`src/rtl/uart_rx_if.sv`:
```
// Receive-side handshake between uart_rx and the data memory peripheral / CPU.
// The receiver drives the byte and status flags; the reader returns rd_ack.
interface uart_rx_if;
  logic       rd_ack;
  logic [7:0] rx_data;
  logic       rx_valid;
  logic       rx_ready;
  logic       overrun;
  logic       frame_err;
  logic       irq;

  modport master (
    input  rd_ack,
    output rx_data, rx_valid, rx_ready, overrun, frame_err, irq
  );

  modport slave (
    output rd_ack,
    input  rx_data, rx_valid, rx_ready, overrun, frame_err, irq
  );
endinterface

```
`src/rtl/uart_rx.sv`:
```
// 8N1 UART receiver with start-bit glitch rejection, sticky ready/overrun/framing
// flags and a byte-available interrupt.
//
// state | meaning
// IDLE  | waiting for a fresh falling edge on the synchronized line
// START | counting to mid start bit, then confirming it is still low
// DATA  | sampling 8 data bits LSB first at mid-bit
// STOP  | sampling the stop bit and publishing or flagging the byte
module uart_rx #(
  parameter int CLKS_PER_BIT = 5208
) (
  input  logic      clk,
  input  logic      rst_n,
  input  logic      rx,
  uart_rx_if.master bus
);

  typedef enum logic [1:0] {IDLE, START, DATA, STOP} state_t;

  localparam logic [15:0] HALF_CNT = 16'(CLKS_PER_BIT / 2 - 1);
  localparam logic [15:0] FULL_CNT = 16'(CLKS_PER_BIT - 1);

  logic        rx_meta, rx_s, rx_d;
  state_t      state_q, state_d;
  logic [15:0] cnt_q, cnt_d;
  logic [2:0]  idx_q, idx_d;
  logic [7:0]  shift_q, shift_d;
  logic [7:0]  data_q, data_d;
  logic        valid_q, valid_d;
  logic        ready_q, ready_d;
  logic        ovr_q, ovr_d;
  logic        ferr_q, ferr_d;

  always_ff @(posedge clk or negedge rst_n) begin
    if (!rst_n) begin
      rx_meta <= 1'b1;
      rx_s    <= 1'b1;
      rx_d    <= 1'b1;
      state_q <= IDLE;
      cnt_q   <= '0;
      idx_q   <= '0;
      shift_q <= '0;
      data_q  <= '0;
      valid_q <= 1'b0;
      ready_q <= 1'b0;
      ovr_q   <= 1'b0;
      ferr_q  <= 1'b0;
    end else begin
      rx_meta <= rx;
      rx_s    <= rx_meta;
      rx_d    <= rx_s;
      state_q <= state_d;
      cnt_q   <= cnt_d;
      idx_q   <= idx_d;
      shift_q <= shift_d;
      data_q  <= data_d;
      valid_q <= valid_d;
      ready_q <= ready_d;
      ovr_q   <= ovr_d;
      ferr_q  <= ferr_d;
    end
  end

  always_comb begin
    state_d = state_q;
    cnt_d   = cnt_q;
    idx_d   = idx_q;
    shift_d = shift_q;
    data_d  = data_q;
    valid_d = 1'b0;
    ready_d = ready_q;
    ovr_d   = ovr_q;
    ferr_d  = ferr_q;

    if (bus.rd_ack) begin
      ready_d = 1'b0;
      ovr_d   = 1'b0;
      ferr_d  = 1'b0;
    end

    case (state_q)
      IDLE: begin
        // Edge-triggered start so a held-low break line never re-arms a frame.
        if (rx_d && !rx_s) begin
          state_d = START;
          cnt_d   = '0;
        end
      end
      START: begin
        if (cnt_q == HALF_CNT) begin
          cnt_d = '0;
          idx_d = '0;
          state_d = rx_s ? IDLE : DATA;
        end else begin
          cnt_d = cnt_q + 16'd1;
        end
      end
      DATA: begin
        if (cnt_q == FULL_CNT) begin
          shift_d[idx_q] = rx_s;
          cnt_d = '0;
          if (idx_q == 3'd7) state_d = STOP;
          else               idx_d = idx_q + 3'd1;
        end else begin
          cnt_d = cnt_q + 16'd1;
        end
      end
      STOP: begin
        if (cnt_q == FULL_CNT) begin
          state_d = IDLE;
          cnt_d   = '0;
          if (rx_s) begin
            data_d  = shift_q;
            valid_d = 1'b1;
            ready_d = 1'b1;
            if (ready_q && !bus.rd_ack) ovr_d = 1'b1;
          end else begin
            ferr_d = 1'b1;
          end
        end else begin
          cnt_d = cnt_q + 16'd1;
        end
      end
      default: state_d = IDLE;
    endcase
  end

  assign bus.rx_data   = data_q;
  assign bus.rx_valid  = valid_q;
  assign bus.rx_ready  = ready_q;
  assign bus.overrun   = ovr_q;
  assign bus.frame_err = ferr_q;
  assign bus.irq       = ready_q;

endmodule

```
`src/flat_wrapper.sv`:
```
// flat-port wrapper written by rule: the top's interface ports become plain ports
module uart_rx_flat 
#(
  parameter int CLKS_PER_BIT = 5208
)
  (clk, rst_n, rx, bus_rd_ack, bus_rx_data, bus_rx_valid, bus_rx_ready, bus_overrun, bus_frame_err, bus_irq);
  uart_rx_if bus_i ();
  input  logic clk;
  input  logic rst_n;
  input  logic rx;
  input wire logic [$bits(bus_i.rd_ack)-1:0] bus_rd_ack;
  output wire logic [$bits(bus_i.rx_data)-1:0] bus_rx_data;
  output wire logic [$bits(bus_i.rx_valid)-1:0] bus_rx_valid;
  output wire logic [$bits(bus_i.rx_ready)-1:0] bus_rx_ready;
  output wire logic [$bits(bus_i.overrun)-1:0] bus_overrun;
  output wire logic [$bits(bus_i.frame_err)-1:0] bus_frame_err;
  output wire logic [$bits(bus_i.irq)-1:0] bus_irq;
  assign bus_i.rd_ack = bus_rd_ack;
  assign bus_rx_data = bus_i.rx_data;
  assign bus_rx_valid = bus_i.rx_valid;
  assign bus_rx_ready = bus_i.rx_ready;
  assign bus_overrun = bus_i.overrun;
  assign bus_frame_err = bus_i.frame_err;
  assign bus_irq = bus_i.irq;
  uart_rx #(.CLKS_PER_BIT(CLKS_PER_BIT)) u_core (.clk(clk), .rst_n(rst_n), .rx(rx), .bus(bus_i));
endmodule
```
`config.mk`:
```
export PLATFORM = sky130hd
export DESIGN_NAME = uart_rx_flat
export DESIGN_NICKNAME = d
export VERILOG_FILES = /design/src/rtl/uart_rx_if.sv /design/src/rtl/uart_rx.sv /design/src/flat_wrapper.sv
export SDC_FILE = /design/constraint.sdc
export NUM_CORES = 1
export LEC_CHECK = 0
export ABC_AREA = 0
export ABC_CLOCK_PERIOD_IN_PS = 3090
export CAP_MARGIN = 10
export CORE_MARGIN = 1.5
export CORE_UTILIZATION = 45
export CTS_BUF_LIST = sky130_fd_sc_hd__clkbuf_2 sky130_fd_sc_hd__clkbuf_4 sky130_fd_sc_hd__clkbuf_8
export CTS_CLUSTER_DIAMETER = 50
export DETAILED_ROUTE_END_ITERATION = 12
export MAX_ROUTING_LAYER = met4
export SLEW_MARGIN = 5
export SYNTH_ARGS = -nofsm -noshare
export SYNTH_HDL_FRONTEND = slang
export SYNTH_SLANG_ARGS = --single-unit
export TNS_END_PERCENT = 20
```
`constraint.sdc`:
```
create_clock -name clk -period 3.09 [get_ports clk]
set_input_delay 0.4635 -clock clk [delete_from_list [all_inputs] [get_ports clk]]
set_output_delay 0.4635 -clock clk [all_outputs]
set_load 0.005 [all_outputs]
```
Fig. 1: wiring by layer
Only two layers are drawn.
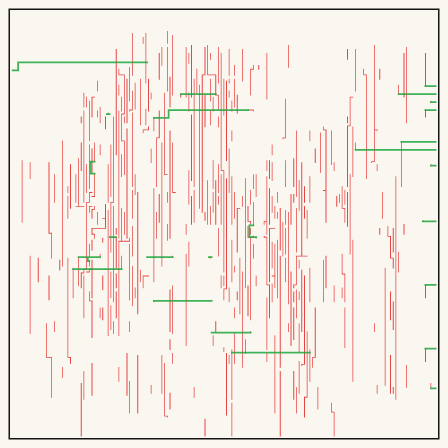
[red] metal 2 | wire length: 2,120 um
[green] metal 3 | wire length: 141 um
routed length per instance: 15.1 um
routed wire length: 4360 um
total track usage: 19.8%
vias: 1,647

Fig. 2: I/O nets highlighted
Scale bar: 20 um.
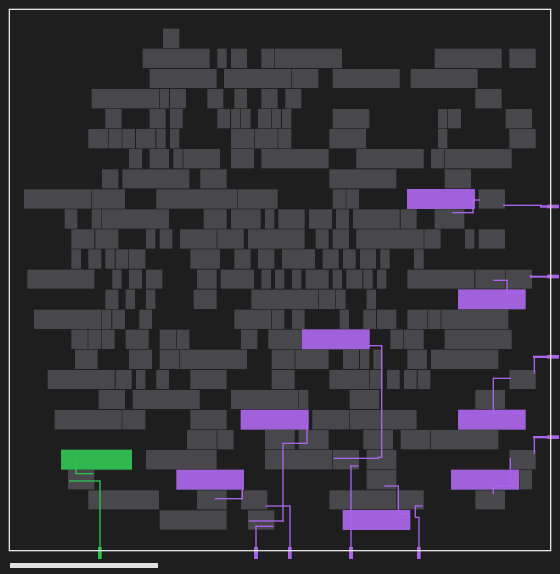
[green] rx | direction: input | edge: bottom | end cells: 1 | buffers: 1 | wire: 17.1 um
[purple] bus_rx_data | direction: output | edge: 4 bottom, 4 right | end cells: 8 | buffers: 8 | wire: 136 um
number of buffers inserted by port buffering: 16
I/O pin count: 17

Fig. 3: a small window of the routed layout
Scale bar: 10 um. Window x 22 to 52, y 22 to 52 um. Cells in gray, sequential cells in the stronger gray; small squares are vias.
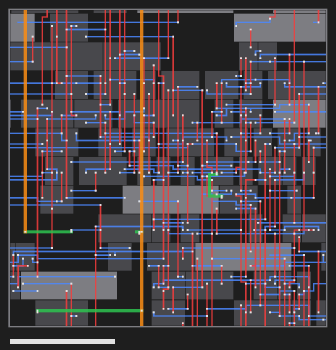
[red] metal 2
[orange] metal 4
[blue] metal 1
[green] metal 3
netlist names of flops here include: u_core.idx_q (2)
most frequent: nor2_1 (5), dfrtp_1 (5)
cells with their middle in the window: 63
sequential cells in the window: 5

==> impl_metrics.xml <==
<?xml version="1.0" encoding="UTF-8"?>
<metrics>
  <group name="outcome">
    <metric name="status" unit="">finished clean</metric>
  </group>
  <group name="synth">
    <metric name="simple_gate_share" unit="%">20.8</metric>
    <metric name="synth-warning-count" unit="">0</metric>
    <metric name="netlist_top_cells_area" unit="">dfrtp_1 (46%), mux2_1 (6.6%), dfstp_2 (3.6%)</metric>
    <metric name="synth.yosys.seq_area_share" unit="%">49.8</metric>
    <metric name="post_synth_xor_area_fraction" unit="%">1.18</metric>
    <metric name="synthDominantAreaCellType" unit="">dfrtp_1</metric>
    <metric name="synth_compound_gate_area_share" unit="%">14.2</metric>
    <metric name="netlist.area_leader.share" unit="%">46.2</metric>
    <metric name="synth.ff_latch_count" unit="">44</metric>
    <metric name="syn_area" unit="um2">2220</metric>
    <metric name="yosys_cells" unit="">207</metric>
  </group>
  <group name="final_timing">
    <metric name="worst-slew-pin-transition" unit="ps">974</metric>
    <metric name="hold_viol" unit="">0</metric>
    <metric name="final_max_slew_viol_count" unit="">0</metric>
    <metric name="final-setup-viol-count" unit="">0</metric>
    <metric name="fin_setup_tns" unit="ps">0</metric>
    <metric name="max_freq" unit="MHz">374</metric>
  </group>
  <group name="detailed_routing">
    <metric name="viasPerCell" unit="">5.72</metric>
    <metric name="drc" unit="">0</metric>
    <metric name="drt_iter0_markers" unit="">119</metric>
    <metric name="dr_wl_met3" unit="um">141</metric>
  </group>
  <group name="clocking">
    <metric name="clk_path_buf_depth" unit="">2</metric>
    <metric name="cts_tree" unit="">done</metric>
    <metric name="post_cts_resized" unit="">0</metric>
    <metric name="cts_buffers" unit="">5</metric>
    <metric name="worst_skew_pair.late_latency" unit="ps">290</metric>
    <metric name="post-cts-setup-buffers" unit="">0</metric>
    <metric name="clock-root-buffer" unit="">clkbuf_8</metric>
    <metric name="numClockSinks" unit="">44</metric>
  </group>
  <group name="final_layout">
    <metric name="area.growth.synth_to_final" unit="%">13.4</metric>
    <metric name="largest_reg_flops" unit="">16</metric>
    <metric name="lay_top_count" unit="">dfrtp_1</metric>
    <metric name="final-instance-count-excl-fill" unit="">288</metric>
    <metric name="fill_cells" unit="">441</metric>
    <metric name="final-clk-cell-share" unit="%">5.02</metric>
    <metric name="non_clock_buffer_count" unit="">16</metric>
    <metric name="ff_latch_area" unit="um2">1100</metric>
    <metric name="number_of_multi_input_combinational_cells_in_the_layout" unit="">145</metric>
    <metric name="layout.nonclk_buf_share" unit="%">6.17</metric>
    <metric name="seqAreaFraction" unit="%">43.9</metric>
  </group>
  <group name="pwr">
    <metric name="combinationalPowerShare" unit="%">16.7</metric>
    <metric name="totalPowerFinal" unit="mW">1.41</metric>
    <metric name="switchingPower" unit="mW">0.408</metric>
    <metric name="comb-power" unit="mW">0.236</metric>
    <metric name="pwr-share-clk" unit="%">33.7</metric>
    <metric name="sequentialPowerShare" unit="%">49.6</metric>
    <metric name="power.leakage" unit="nW">1.10</metric>
  </group>
  <group name="floorplan">
    <metric name="dieArea" unit="um2">5360</metric>
    <metric name="die_x" unit="um">73.2</metric>
    <metric name="core_util_floorplan" unit="%">47.0</metric>
  </group>
  <group name="global_route">
    <metric name="grt_pass1_vias" unit="">1660</metric>
    <metric name="busiest_layer" unit="">met2</metric>
    <metric name="use_met3" unit="%">4.01</metric>
    <metric name="gr-usage-met2" unit="%">32.0</metric>
    <metric name="global_route.usage.met1" unit="%">24.1</metric>
  </group>
  <group name="setup_path">
    <metric name="critical_path.startpoint_type" unit="">flop</metric>
    <metric name="critical_path_cell_count" unit="">6</metric>
    <metric name="critical_path.cell_chain" unit="">ha_1 -&gt; or4b_4 -&gt; nor4_4 -&gt; o22ai_2 -&gt; a41oi_1 -&gt; a31oi_1</metric>
    <metric name="worst_setup_path_end_kind" unit="">flop</metric>
    <metric name="worstPathArrival" unit="ps">2840</metric>
    <metric name="crit_family" unit="">simple AND/OR/NAND/NOR gates</metric>
    <metric name="timing.critical_path.fanout_max" unit="">25</metric>
    <metric name="setup.worst_path.end" unit="">u_core.cnt_q[3]</metric>
  </group>
  <group name="place">
    <metric name="hpwl" unit="um">3150</metric>
    <metric name="postPlaceCellArea" unit="um2">2390</metric>
  </group>
  <group name="flow_run">
    <metric name="log.warning_count" unit="">26</metric>
  </group>
</metrics>
No activity file was given, so power comes from the tool's default toggle rates.
